[src/rtl/led_slot_if.sv]
// LED drive bundle between a slot driver and whatever consumes the LED signal.
interface led_slot_if;
  logic LED_Out;

  modport master (output LED_Out);
  modport slave  (input  LED_Out);
endinterface

[src/rtl/led_slot_module.sv]
// One LED of the chaser: lights its LED during its own slot of a repeating
// frame of NUM_SLOTS slots, each T_SLOT clock cycles long.
module led_slot_module #(
  parameter int SLOT      = 0,
  parameter int NUM_SLOTS = 4,
  parameter int T_SLOT    = 50
) (
  input  logic       CLK,
  input  logic       RSTn,
  led_slot_if.master led
);

  localparam int PERIOD = NUM_SLOTS * T_SLOT;
  localparam int CW     = (PERIOD > 1) ? $clog2(PERIOD) : 1;
  localparam int W_LO   = SLOT * T_SLOT;
  localparam int W_HI   = (SLOT + 1) * T_SLOT - 1;
  localparam logic [CW-1:0] C_LAST = CW'(PERIOD - 1);

  if (NUM_SLOTS < 1) begin : g_bad_num_slots
    $fatal(1, "led_slot_module: NUM_SLOTS must be at least 1");
  end
  if (T_SLOT < 1) begin : g_bad_t_slot
    $fatal(1, "led_slot_module: T_SLOT must be at least 1");
  end
  if (SLOT < 0 || SLOT >= NUM_SLOTS) begin : g_bad_slot
    $fatal(1, "led_slot_module: SLOT must lie in 0 .. NUM_SLOTS-1");
  end

  logic [CW-1:0] c;
  logic          in_win;

  // Signed int compare keeps the SLOT = 0 lower bound from being a constant compare.
  always_comb begin
    in_win = (int'(c) >= W_LO) && (int'(c) <= W_HI);
  end

  // RSTn is active-high despite its name.
  always_ff @(posedge CLK or posedge RSTn) begin
    if (RSTn) begin
      c           <= '0;
      led.LED_Out <= 1'b0;
    end else begin
      c           <= (c == C_LAST) ? '0 : c + 1'b1;
      led.LED_Out <= in_win;
    end
  end

endmodule

[src/flat_wrapper.sv]
// flat-port wrapper written by rule: the top's interface ports become plain ports
module led_slot_module_flat 
#(
  parameter int SLOT      = 0,
  parameter int NUM_SLOTS = 4,
  parameter int T_SLOT    = 50
)
  (CLK, RSTn, led_LED_Out);
  led_slot_if led_i ();
  input  logic CLK;
  input  logic RSTn;
  output wire logic [$bits(led_i.LED_Out)-1:0] led_LED_Out;
  assign led_LED_Out = led_i.LED_Out;
  led_slot_module #(.SLOT(SLOT), .NUM_SLOTS(NUM_SLOTS), .T_SLOT(T_SLOT)) u_core (.CLK(CLK), .RSTn(RSTn), .led(led_i));
endmodule
[config.mk]
export PLATFORM = sky130hd
export DESIGN_NAME = led_slot_module_flat
export DESIGN_NICKNAME = d
export VERILOG_FILES = /design/src/rtl/led_slot_if.sv /design/src/rtl/led_slot_module.sv /design/src/flat_wrapper.sv
export SDC_FILE = /design/constraint.sdc
export NUM_CORES = 1
export LEC_CHECK = 0
export CAP_MARGIN = 20
export CELL_PAD_IN_SITES_DETAIL_PLACEMENT = 1
export CELL_PAD_IN_SITES_GLOBAL_PLACEMENT = 1
export CORE_MARGIN = 8
export CORE_UTILIZATION = 37
export CTS_CLUSTER_DIAMETER = 120
export DETAILED_ROUTE_END_ITERATION = 16
export MAX_ROUTING_LAYER = met4
export PLACE_DENSITY = 0.69
export SYNTH_ARGS = -nofsm -noshare
export SYNTH_HDL_FRONTEND = slang
export SYNTH_SLANG_ARGS = --single-unit
export TNS_END_PERCENT = 50
[constraint.sdc]
create_clock -name CLK -period 1.4 [get_ports CLK]
set_clock_uncertainty 0.2 [all_clocks]
set_input_delay 0.14 -clock CLK [delete_from_list [all_inputs] [get_ports CLK]]
set_output_delay 0.14 -clock CLK [all_outputs]
set_load 0.02 [all_outputs]
==> run summary <==
Latest figures from synthesis and place and route.

Per STA, the endpoint of the critical path is u_core.c[7]. The largest fanout on the critical path is 4. The standard cell with the maximum stage delay on the critical path is sky130_fd_sc_hd__dfrtp_1. According to the floorplan report, the placeable core area is 1269 um2. Setup repair after global routing could not meet its margin everywhere. The clock insertion delay at the later pin of the skew report is 260 ps.

Per the detail_route report, routed wire per instance is 14.92 um. The number of I/O pins is 3. For reference, the critical path cell chain is ha_2 -> nand4b_1 -> nor3_2 -> nor4_2. The post-detailed-route DRC marker count is 0. The chip area from the yosys synthesis statistics is 488.0 um2. The arrival time at the worst endpoint is 1350 ps. The report lists the number of cells resized after CTS as 2. The run finished with clean final reports. The placement row count is 13. The violation count after the first detailed-routing iteration is 10. The worst setup path is launched from a flip-flop. The minimum clock period is roughly 1400 ps. Note, the detailed placer reported a final HPWL of 809.1 um. By count the netlist is led by 9 x sky130_fd_sc_hd__dfrtp_1, 5 x sky130_fd_sc_hd__nor2_1, 4 x sky130_fd_sc_hd__inv_1, 4 x sky130_fd_sc_hd__nand3_1. The largest net degree at the start of global routing is 10. The number of instances on the worst hold path is 1. The placed standard-cell area is around 540 um2.
cells by family after synthesis:
kind of cell	after synthesis	synth area share, %
and+or+nand+nor	18	21.28
DFF	9	46.15
buffers and inverters	8	8.974
AOI/OAI and AO/OA	5	6.664
xor gates and xnor gates	4	7.181
adders and majority gates	3	7.693
muxes	1	2.051
power by group through the flow:
| stage | combinational (uW) | clock, uW | sequential (uW) |
|---|---|---|---|
| floorplan | 4.03 | 0 | 265 |
| global placement | 8.02 | 0 | 265 |
| detailed placement | 8.53 | 0 | 265 |
| CTS | 10.7 | 216 | 260 |
| global route | 12.4 | 230 | 260 |
| finish | 10.2 | 205 | 260 |
layout by cell type (no fill, tap or decap), drive strengths merged:
master         count
a41oi              1
o21ai              2
clkbuf             4
a21oi              1
nand4              1
and3               1
nor4               1
mux2i              1
a311oi             1
nand3              4
nand4b             1
nor3               2
nand2              2
dlygate4sd3        1
clkdlybuf4s50      1
or3b               1
inv                4
dlygate4sd2        1
xor2               1
nor2               5
buf                6
dfrtp              9
xnor2              3
ha                 3
routing by layer:
layer	vias to the layer above	global-route usage, %	share of wire [%]
li1	180	-	-
met1	193	9.609	41
met2	6	15.02	55
met3	0	3.693	4.3
met4	0	5.172	0
met5	-	-	0
layout make-up:
cell class	count	area, um2	area share (%)
timing repair buffer	9	73.82	12.61
inverter	4	15.01	2.564
tap	15	18.77	3.205
sequential	9	225.2	38.46
multi-input combinational	31	226.5	38.68
clock buffer	4	26.28	4.487
sequential cells by signal, summed over array words and instances (netlist names):
signal / cells
u_core.led.LED_Out: 1
u_core.c: 8
worst max-delay path: cells and delay by family (launching register included):
family	cells	cell delay [ps]
AND/OR/NAND/NOR	3	460
flip-flops	1	420
adder cells (fa/ha/maj)	1	220
Power grid:
Drawn at 8 px/um. Pins as bars on the die edge.
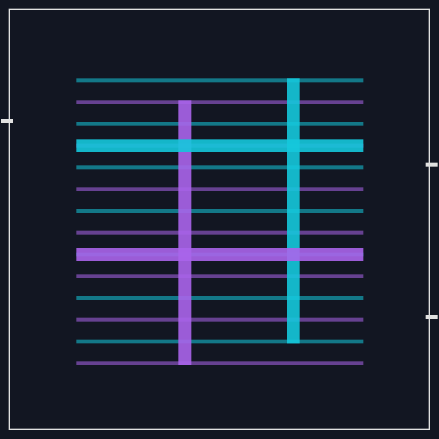
VSS -> purple
VDD -> cyan
met1 rails = 14
signal pins = 3
rows = 13
met5 straps = 2

Routed clock nets over the placement:
Drawn at 6 px/um.
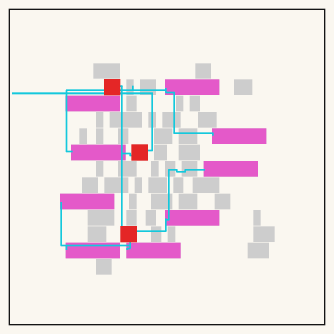
clock-net drivers -> red  # count 3
flip-flops -> magenta  # count 9
clock wires -> cyan  # length 157 um
routed clock nets = 4

Routed metal, one colour a layer:
Drawn at 10 px/um.
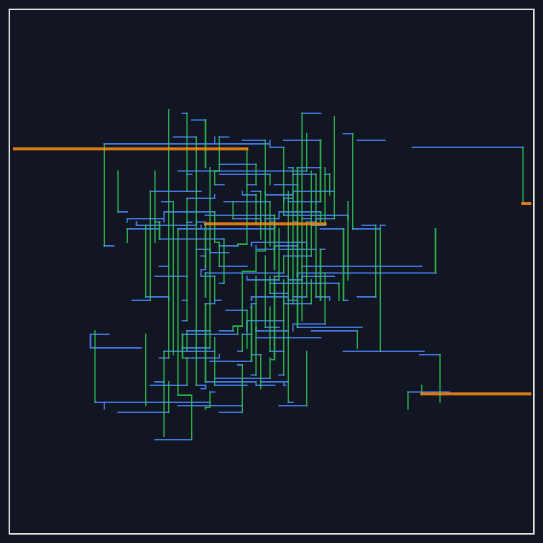
M1 -> blue  # wire length 439 um
M2 -> green  # wire length 589 um
M3 -> orange  # wire length 46.7 um

Power and IR drop assume default switching activity.
